Fig. 1: run 1, signal wires on met3
Scale bar: 20 um.
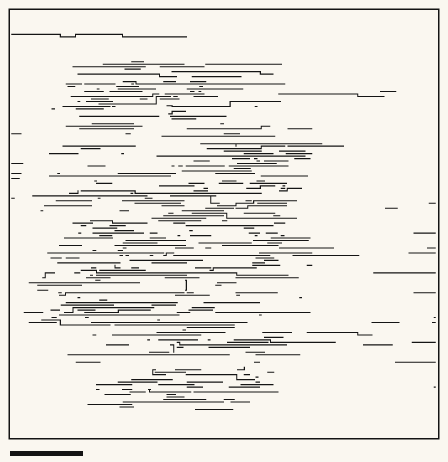
Fig. 2: run 1, local utilization
12 x 12 tiles, from white (low) to dark blue (high), 0 to 100% covered.
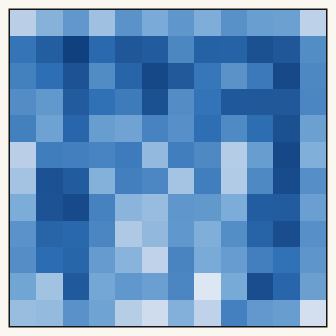
Fig. 3: run 1, cell placement
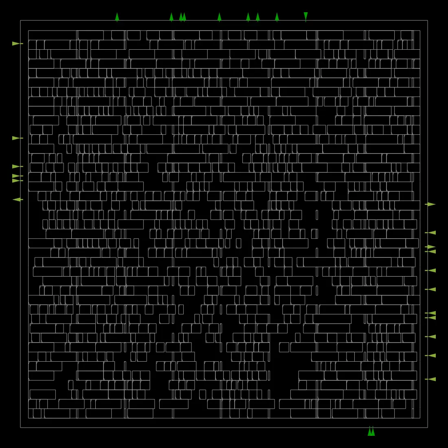
Fig. 4: run 1, sequential cells grouped by signal name
Scale bar: 20 um.
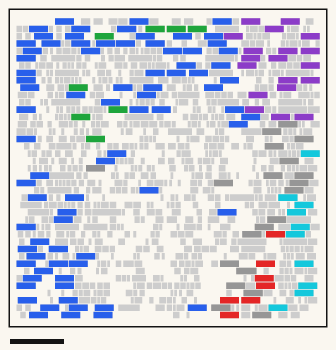
## config.mk

```make
export PLATFORM = sky130hd
export DESIGN_NAME = mz80k_kbd_matrix
export DESIGN_NICKNAME = d
export VERILOG_FILES = /design/src/rtl/mz80k_kbd_matrix.sv
export SDC_FILE = /design/constraint.sdc
export NUM_CORES = 1
export LEC_CHECK = 0
export ABC_CLOCK_PERIOD_IN_PS = 5200
export CAP_MARGIN = 30
export CORE_MARGIN = 2
export CORE_UTILIZATION = 60
export DETAILED_ROUTE_END_ITERATION = 8
export PLACE_DENSITY_LB_ADDON = 0.2
export SYNTH_ARGS = -nofsm -noshare
export SYNTH_HDL_FRONTEND = slang
export SYNTH_SLANG_ARGS = --single-unit
```

## constraint.sdc

```tcl
create_clock -name CLK_50MHZ -period 5.2 [get_ports CLK_50MHZ]
set_input_delay 0.78 -clock CLK_50MHZ [delete_from_list [all_inputs] [get_ports CLK_50MHZ]]
set_output_delay 0.78 -clock CLK_50MHZ [all_outputs]
set_load 0.02 [all_outputs]
```

## src/rtl/mz80k_kbd_matrix.sv

```systemverilog
// MZ-80K keyboard matrix: host key events -> 10x8 active-low matrix.
// Ports: CLK_50MHZ, RESET, PS2_KEY[10:0] in; ROW_SEL[3:0] in; KB_COL, KEY_ANY, KEY_EVENT, ERR_DROP out.
module mz80k_kbd_matrix #(
  parameter int SHIFT_LEAD = 500000,
  parameter int ROWS       = 10
) (
  input  logic        CLK_50MHZ,
  input  logic        RESET,
  input  logic [10:0] PS2_KEY,
  input  logic [3:0]  ROW_SEL,
  output logic [7:0]  KB_COL,
  output logic        KEY_ANY,
  output logic        KEY_EVENT,
  output logic        ERR_DROP
);

  localparam int CW = $clog2(SHIFT_LEAD + 1);

  typedef struct packed {
    logic       vld;
    logic [3:0] row;
    logic [2:0] col;
    logic       fsh;
  } kent_t;

  typedef enum logic [1:0] {
    S_IDLE,
    S_LOOKUP,
    S_APPLY,
    S_LEAD
  } state_t;

  function automatic kent_t kmap(input logic [8:0] a);
    kent_t e;
    case (a)
      9'h012, 9'h059: e = {1'b1, 4'd8, 3'd0, 1'b0};
      9'h01C:         e = {1'b1, 4'd4, 3'd0, 1'b0};
      9'h05A:         e = {1'b1, 4'd8, 3'd3, 1'b0};
      9'h175:         e = {1'b1, 4'd9, 3'd1, 1'b0};
      9'h055:         e = {1'b1, 4'd3, 3'd5, 1'b1};
      default:        e = '0;
    endcase
    return e;
  endfunction

  logic          tog_s1_q, tog_s2_q, tog_ref_q;
  state_t        st_q, st_d;
  logic          pend_full_q, pend_full_d;
  logic [9:0]    pend_q, pend_d;
  kent_t         rom_q;
  logic          cur_mk_q, cur_mk_d;
  logic [3:0]    cur_row_q, cur_row_d;
  logic [2:0]    cur_col_q, cur_col_d;
  logic          cur_fsh_q, cur_fsh_d;
  logic [7:0]    mat_q [ROWS];
  logic [7:0]    mat_d [ROWS];
  logic [2:0]    vsh_q, vsh_d;
  logic [CW-1:0] cnt_q, cnt_d;
  logic [7:0]    kb_col_q, kb_col_d;
  logic          key_any_q, key_any_d;
  logic          key_ev_q, key_ev_d;
  logic          err_q, err_d;

  logic          edge_w, pop, hit, set_bit, clr_bit;
  logic [7:0]    effc [ROWS];
  logic [7:0]    effn [ROWS];

  always_comb begin
    st_d        = st_q;
    pend_full_d = pend_full_q;
    pend_d      = pend_q;
    cur_mk_d    = cur_mk_q;
    cur_row_d   = cur_row_q;
    cur_col_d   = cur_col_q;
    cur_fsh_d   = cur_fsh_q;
    vsh_d       = vsh_q;
    cnt_d       = cnt_q;
    mat_d       = mat_q;
    err_d       = 1'b0;
    set_bit     = 1'b0;
    clr_bit     = 1'b0;
    hit         = 1'b0;

    // Either edge of the synchronised toggle marks a new event.
    edge_w = tog_s2_q ^ tog_ref_q;
    pop    = (st_q == S_IDLE) && pend_full_q;

    if (pop) pend_full_d = 1'b0;
    if (edge_w) begin
      if (pend_full_q && !pop) begin
        err_d = 1'b1;
      end else begin
        pend_full_d = 1'b1;
        pend_d      = PS2_KEY[9:0];
      end
    end

    for (int r = 0; r < ROWS; r++) begin
      if (cur_row_q == r[3:0]) hit = mat_q[r][cur_col_q];
    end

    case (st_q)
      S_IDLE: begin
        if (pend_full_q) begin
          st_d     = S_LOOKUP;
          cur_mk_d = pend_q[9];
        end
      end
      S_LOOKUP: begin
        cur_row_d = rom_q.row;
        cur_col_d = rom_q.col;
        cur_fsh_d = rom_q.fsh;
        if (rom_q.vld) begin
          st_d = S_APPLY;
        end else begin
          st_d  = S_IDLE;
          err_d = 1'b1;
        end
      end
      S_APPLY: begin
        st_d = S_IDLE;
        if (cur_mk_q && !hit) begin
          if (cur_fsh_q) begin
            if (vsh_q != 3'd7) vsh_d = vsh_q + 3'd1;
            cnt_d = CW'(SHIFT_LEAD);
            st_d  = S_LEAD;
          end else begin
            set_bit = 1'b1;
          end
        end else if (!cur_mk_q && hit) begin
          clr_bit = 1'b1;
          if (cur_fsh_q && vsh_q != 3'd0) vsh_d = vsh_q - 3'd1;
        end
      end
      S_LEAD: begin
        if (cnt_q <= CW'(1)) begin
          set_bit = 1'b1;
          st_d    = S_IDLE;
        end else begin
          cnt_d = cnt_q - CW'(1);
        end
      end
      default: st_d = S_IDLE;
    endcase

    for (int r = 0; r < ROWS; r++) begin
      if (cur_row_q == r[3:0]) begin
        if (set_bit) mat_d[r][cur_col_q] = 1'b1;
        if (clr_bit) mat_d[r][cur_col_q] = 1'b0;
      end
    end

    // Effective matrix: SHIFT key ORed with the virtual shift count.
    key_ev_d  = 1'b0;
    key_any_d = 1'b0;
    kb_col_d  = 8'hFF;
    for (int r = 0; r < ROWS; r++) begin
      effc[r] = mat_q[r];
      effn[r] = mat_d[r];
      if (r == 8) begin
        effc[r][0] = mat_q[r][0] | (vsh_q != 3'd0);
        effn[r][0] = mat_d[r][0] | (vsh_d != 3'd0);
      end
      if (effc[r] != effn[r]) key_ev_d = 1'b1;
      if (|effn[r]) key_any_d = 1'b1;
      if (ROW_SEL == r[3:0]) kb_col_d = ~effn[r];
    end
  end

  always_ff @(posedge CLK_50MHZ) begin
    tog_s1_q  <= PS2_KEY[10];
    tog_s2_q  <= tog_s1_q;
    // Tracks the synchroniser in and out of reset: no stale edge on release.
    tog_ref_q <= tog_s2_q;
    rom_q     <= kmap(pend_q[8:0]);
    if (RESET) begin
      st_q        <= S_IDLE;
      pend_full_q <= 1'b0;
      pend_q      <= '0;
      cur_mk_q    <= 1'b0;
      cur_row_q   <= '0;
      cur_col_q   <= '0;
      cur_fsh_q   <= 1'b0;
      for (int r = 0; r < ROWS; r++) mat_q[r] <= '0;
      vsh_q       <= '0;
      cnt_q       <= '0;
      kb_col_q    <= 8'hFF;
      key_any_q   <= 1'b0;
      key_ev_q    <= 1'b0;
      err_q       <= 1'b0;
    end else begin
      st_q        <= st_d;
      pend_full_q <= pend_full_d;
      pend_q      <= pend_d;
      cur_mk_q    <= cur_mk_d;
      cur_row_q   <= cur_row_d;
      cur_col_q   <= cur_col_d;
      cur_fsh_q   <= cur_fsh_d;
      mat_q       <= mat_d;
      vsh_q       <= vsh_d;
      cnt_q       <= cnt_d;
      kb_col_q    <= kb_col_d;
      key_any_q   <= key_any_d;
      key_ev_q    <= key_ev_d;
      err_q       <= err_d;
    end
  end

  assign KB_COL    = kb_col_q;
  assign KEY_ANY   = key_any_q;
  assign KEY_EVENT = key_ev_q;
  assign ERR_DROP  = err_q;

endmodule

```

==> flow_summary.json, run 1 <==
{
  "status": "finished clean",
  "fin_crit_sh_pct": 83.9,
  "drc_errors": 0,
  "rrSetupSlack_ns": 0.84,
  "top_layer": "met5",
  "die_w_um": 117,
  "whs_endpoint": "tog_s2_q",
  "fp.dieH_um": 117,
  "rsz0062_at_grt": "false",
  "syn_to_final_growth_pct": 14.1,
  "ctsResizeCount": 0,
  "endpoint_kind": "register",
  "first_pass_iters": 7,
  "drv_cap": 0,
  "logic_area_um2": 4470,
  "io_buffers": 27,
  "p_comb_share_pct": 4.1,
  "r2r_start": "cur_row_q[1]",
  "grt_pass1_vias": 7263,
  "worst-setup-path-type": "register to register",
  "dp_cells": 1122,
  "fp_nets": 981,
  "relSlewSlack_pct": 37.1,
  "logic_gate_count": 731,
  "critPathLaunch": "cur_row_q[1]",
  "wl_per_cell_um": 22.9,
  "cts-root-buf": "clkbuf_16",
  "vias": 7772,
  "synth.largest_area_cell": "dfxtp_1",
  "power_leader": "the clock network",
  "tool_warnings": 29,
  "n_all_buffers": 56,
  "drive_above_1_share_pct": 8.56,
  "area_leaders": "dfxtp_1, nor2_1, nor2b_1",
  "layout_top_cell": "dfxtp_1",
  "ys_seq_share_pct": 37.2,
  "internal_power_mw": 2.06,
  "clk_path_buf_depth": 2,
  "wl_um": 26400,
  "cp_slowest_cell": "dfxtp_2",
  "avgSynthCellArea_um2": 8.01,
  "antenna_found_initial": 1,
  "ys_types": 77,
  "swShare_pct": 21.0,
  "grt_pass1_wl_um": 40200,
  "cts_tree": "built",
  "start_kind": "register",
  "syn_area_um2": 7690,
  "yosysChipArea_um2": 7690,
  "busiest_layer": "met2",
  "clock_sinks": 143,
  "ys.flops": 143,
  "max_freq_mhz": 229,
  "core_um2": 12600,
  "gp_congestion": 1.10,
  "seqPwrFrac_pct": 42.9,
  "worstSetupEndpoint": "KB_COL[2]",
  "largest_cell_class": "multi-input combinational cells",
  "yosys_warnings": 0,
  "ys_sh_simple_pct": 26.3,
  "drv_slew": 0,
  "antenna_left": 0,
  "clk_share_pct": 7.53,
  "dpl_cell_area_um2": 8110,
  "rr_endpoint": "KB_COL[2]",
  "use_met1_pct": 50.0,
  "p_sw_uw": 546,
  "pre_cts_slack_ns": 1.02,
  "wl_met1_um": 10100,
  "setup_viol_count_final": 0,
  "clkLatencyLatePin_ns": 0.43,
  "grt_start_max_net_pins": 79,
  "nClkBuffers": 21,
  "num_antenna_cells": 0,
  "postCtsSetupRepairBufs": 0,
  "grt_overflow": 0,
  "xor_share_pct": 2.28
}
-- Fig. 1 (at the start) --
- main direction: horizontal
- longest straight run: 44.2 um

-- Fig. 2 (at the start) --
- mean over tiles: 62%
- fullest tile: 94%
- tiles over 75% full: 27%

-- Fig. 3 (at the start) --
n_taps: 172
num rows: 41
Non-Filler Instances: 1153

-- Fig. 4 (at the start) --
- green: KB_COL (sequential cells 8)
- red: rom_q (sequential cells 7; where south-east)
- cyan: pend_q (sequential cells 10)
- blue: effc (sequential cells 79; where widely spread)
- purple: cnt_q (sequential cells 19; where north-east)
- not colored: 20

==> run 1 -> run 2 <==
--- a/config.mk
+++ b/config.mk
@@ -5,10 +5,10 @@
 export SDC_FILE = /design/constraint.sdc
 export NUM_CORES = 1
 export LEC_CHECK = 0
-export ABC_CLOCK_PERIOD_IN_PS = 5200
+export ABC_CLOCK_PERIOD_IN_PS = 3900
 export CAP_MARGIN = 30
 export CORE_MARGIN = 2
-export CORE_UTILIZATION = 60
+export CORE_UTILIZATION = 56
 export DETAILED_ROUTE_END_ITERATION = 8
 export PLACE_DENSITY_LB_ADDON = 0.2
 export SYNTH_ARGS = -nofsm -noshare
==> constraint.sdc (replaced) <==
create_clock -name CLK_50MHZ -period 3.9 [get_ports CLK_50MHZ]
set_input_delay 0.585 -clock CLK_50MHZ [delete_from_list [all_inputs] [get_ports CLK_50MHZ]]
set_output_delay 0.585 -clock CLK_50MHZ [all_outputs]
set_load 0.02 [all_outputs]
Fig. 5: run 2, sequential cells grouped by signal name
Scale bar: 20 um.
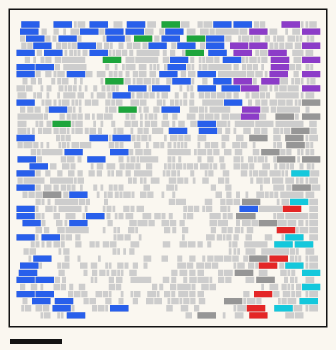
- purple: cnt_q (sequential cells 19; where north-east)
- cyan: pend_q (sequential cells 10; where south-east)
- red: rom_q (sequential cells 7; where south-east)
- green: KB_COL (sequential cells 8)
- blue: effc (sequential cells 79; where widely spread)
- not colored: 20

Fig. 6: run 2, cell placement
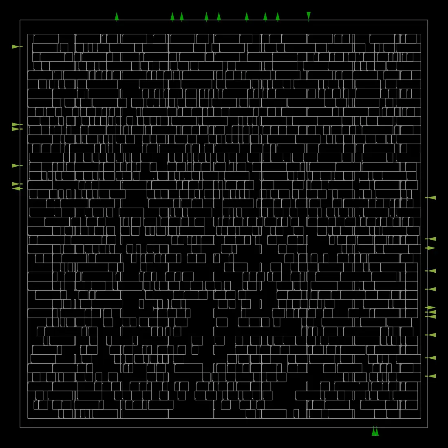
n_taps: 176
num rows: 42
Seq cells: 143
Filler Cells Inserted: 1083
flop share of the area: 30.6%

==> flow_summary.json, run 2 <==
{
  "power_leader": "the clock network",
  "vias": 8092,
  "ctsResizeCount": 0,
  "crit_cells": 13,
  "drv_cap": 0,
  "seqPwrFrac_pct": 44.2,
  "cts_made_buffers": 17,
  "avgSynthCellArea_um2": 8.01,
  "final_cells": 1231,
  "grt_usage_pct": 39.3,
  "syn_area_um2": 7690,
  "synth.largest_area_cell": "dfxtp_1",
  "drc_errors": 0,
  "common_cells": "dfxtp_1, nor2_1, nand2_1",
  "sh_comb_area_pct": 48.1,
  "ys_seq_share_pct": 37.2,
  "status": "finished clean",
  "nClkBuffers": 19,
  "tool_warnings": 29,
  "comb_power_uw": 148,
  "drv_slew": 0,
  "max_freq_mhz": 261,
  "p_sw_uw": 795,
  "logic_area_um2": 4500,
  "antenna_found_initial": 0,
  "worst-setup-path-type": "register to register",
  "top_area_share_pct": 37.2,
  "wl_per_cell_um": 23.1,
  "hold_path.class": "register to register",
  "grt_start_max_net_pins": 90,
  "postCtsSetupRepairBufs": 0,
  "endpoint_kind": "register",
  "ys_types": 77,
  "fp_nets": 981,
  "grt.met2_usage_pct": 61.1,
  "wl_um": 28500,
  "synth_cells": 959,
  "antenna_left": 0,
  "clkLatencyLatePin_ns": 0.43,
  "internal_power_mw": 2.57,
  "syn_to_final_growth_pct": 21.7,
  "grt_pass1_vias": 7765,
  "clk_share_pct": 6.66,
  "logic_gate_count": 731,
  "dp_cells": 1197,
  "reg2reg_depth": 13,
  "cts-root-buf": "clkbuf_16",
  "htree_num_levels": 4,
  "crit_path_frequent_cell": "buf_4",
  "clk_path_buf_depth": 2,
  "cpPeakStageDelay_ns": 0.59,
  "drive_above_1_share_pct": 15.5,
  "dpl_cell_area_um2": 8690,
  "start_kind": "register",
  "inv_count": 20,
  "num_antenna_cells": 0,
  "gp_congestion": 1.10,
  "critPathLaunch": "cur_col_q[1]",
  "hold_buffers": 0,
  "relSlewSlack_pct": 38.3,
  "async_flop_share_pct": 0,
  "use_met1_pct": 49.2,
  "r2r_start": "cur_col_q[1]",
  "top_layer": "met4",
  "wl_met1_um": 11200,
  "flop_area_um2": 2860,
  "busiest_layer": "met2",
  "swShare_pct": 23.6,
  "hold_viol_final": 0,
  "max-vdd-ir-drop_v": 0.000293,
  "setup_viol_count_final": 0,
  "ys.flops": 143,
  "wl_met2_um": 12500,
  "io_buffers": 27,
  "n_all_buffers": 129,
  "core_um2": 13300,
  "xor_share_pct": 2.28,
  "yosysChipArea_um2": 7690,
  "cts_tree": "built",
  "yosys_warnings": 0,
  "layout_top_cell": "dfxtp_1",
  "p_comb_share_pct": 4.4,
  "totalPowerFinal_mw": 3.37,
  "area_leaders": "dfxtp_1, nor2_1, nor2b_1",
  "largest_cell_class": "multi-input combinational cells",
  "ys_cells": 959,
  "rrSetupSlack_ns": 0.07,
  "rr_endpoint": "KB_COL[0]",
  "first_pass_iters": 8,
  "synth_top_flop_cell": "dfxtp_1",
  "worstSetupEndpoint": "KB_COL[0]",
  "whs_endpoint": "tog_s2_q",
  "hold_path_depth": 0,
  "ys_sh_simple_pct": 26.3,
  "grt_pass1_wl_um": 43500,
  "powerSeq_mw": 1.49,
  "die_w_um": 121,
  "clock_sinks": 143,
  "grt_overflow": 0,
  "mostFrequentLayoutCells": "dfxtp_1, nor2_1, buf_4",
  "fin_crit_sh_pct": 98.1,
  "cp_slowest_cell": "or4_4",
  "critical_path.cell_chain": "buf_4 > or3_1 > o221ai_2 > a21oi_2 > o31a_1 > or4_4 > buf_4 > a211oi_1 > o22ai_1 > nand4_1 > buf_4 > o221ai_1 > a21o_1",
  "floorplanUtilization_pct": 57.6,
  "pre_cts_slack_ns": 0.176,
  "fp.dieH_um": 121
}
==> run 2 -> run 3 <==
--- a/config.mk
+++ b/config.mk
@@ -11,6 +11,7 @@
 export CORE_UTILIZATION = 56
 export DETAILED_ROUTE_END_ITERATION = 8
 export PLACE_DENSITY_LB_ADDON = 0.2
+export SLEW_MARGIN = 25
 export SYNTH_ARGS = -nofsm -noshare
 export SYNTH_HDL_FRONTEND = slang
 export SYNTH_SLANG_ARGS = --single-unit
Fig. 7: run 3, placed cells, one color a class
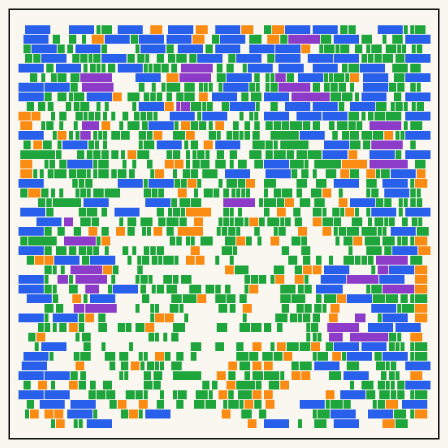
- purple: clock drivers and dummy loads (cells 32)
- green: combinational and other logic (cells 751)
- blue: sequential cells (cells 143)
- orange: remaining buffers and delay cells (cells 129)

Fig. 8: run 3, local utilization
12 x 12 tiles, from white (low) to dark blue (high), 0 to 100% covered.
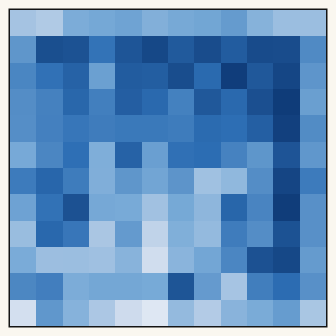
- emptiest ninth of the die: south
- mean over tiles: 62%
- fullest tile: 95%
- tiles over 75% full: 29%

==> flow_summary.json, run 3 <==
{
  "logic_area_um2": 4500,
  "synth_top_flop_cell": "dfxtp_1",
  "postCtsSetupRepairBufs": 0,
  "use_met1_pct": 49.2,
  "n_all_buffers": 129,
  "grt_overflow": 0,
  "wl_met2_um": 12500,
  "ctsResizeCount": 0,
  "dp_cells": 1197,
  "p_sw_uw": 795,
  "totalPowerFinal_mw": 3.37,
  "largest_cell_class": "multi-input combinational cells",
  "ys_types": 77,
  "first_pass_iters": 8,
  "nFillCells": 1083,
  "core.rowCount": 42,
  "wl_met1_um": 11200,
  "cts_tree": "built",
  "fp.dieH_um": 121,
  "pre_cts_slack_ns": 0.176,
  "synth_cells": 959,
  "fp_nets": 981,
  "rrSetupSlack_ns": 0.07,
  "common_cells": "dfxtp_1, nor2_1, nand2_1",
  "clk_path_buf_depth": 2,
  "grt_pass1_wl_um": 43500,
  "setup_viol_count_final": 0,
  "num_antenna_cells": 0,
  "worst-setup-path-type": "register to register",
  "htree_num_levels": 4,
  "p_comb_share_pct": 4.4,
  "hold_buffers": 0,
  "internal_power_mw": 2.57,
  "r2r_start": "cur_col_q[1]",
  "layout_top_cell": "dfxtp_1",
  "reg2reg_depth": 13,
  "synth.largest_area_cell": "dfxtp_1",
  "nClkBuffers": 19,
  "top_area_share_pct": 37.2,
  "max-vdd-ir-drop_v": 0.000293,
  "n_tap_cell": 176,
  "drv_cap": 0,
  "cts-root-buf": "clkbuf_16",
  "cp_slowest_cell": "or4_4",
  "floorplanUtilization_pct": 57.6,
  "status": "finished clean",
  "critical_path.cell_chain": "buf_4 > or3_1 > o221ai_2 > a21oi_2 > o31a_1 > or4_4 > buf_4 > a211oi_1 > o22ai_1 > nand4_1 > buf_4 > o221ai_1 > a21o_1",
  "whs_endpoint": "tog_s2_q",
  "grt.met2_usage_pct": 61.1,
  "core_um2": 13300,
  "sh_comb_area_pct": 48.1,
  "wl_per_cell_um": 23.1,
  "mostFrequentLayoutCells": "dfxtp_1, nor2_1, buf_4",
  "vias": 8092,
  "sh_seq_area_pct": 30.6,
  "max_freq_mhz": 261,
  "ys.flops": 143,
  "gp_congestion": 1.10,
  "swShare_pct": 23.6,
  "logic_gate_count": 731,
  "fin_crit_sh_pct": 98.1,
  "syn_area_um2": 7690,
  "grt_start_max_net_pins": 90,
  "power_leader": "the clock network",
  "dpl_cell_area_um2": 8690,
  "crit_path_frequent_cell": "buf_4",
  "grt_usage_pct": 39.3,
  "xor_share_pct": 2.28,
  "tool_warnings": 29,
  "final_cells": 1231,
  "ys_sh_simple_pct": 26.3,
  "hold_path_depth": 0,
  "io_buffers": 27,
  "syn_to_final_growth_pct": 21.7,
  "antenna_left": 0,
  "inv_count": 20,
  "flop_area_um2": 2860,
  "crit_cells": 13,
  "async_flop_share_pct": 0,
  "seqPwrFrac_pct": 44.2,
  "critPathLaunch": "cur_col_q[1]",
  "hold_viol_final": 0,
  "powerSeq_mw": 1.49,
  "clk_share_pct": 6.66,
  "drv_slew": 0
}
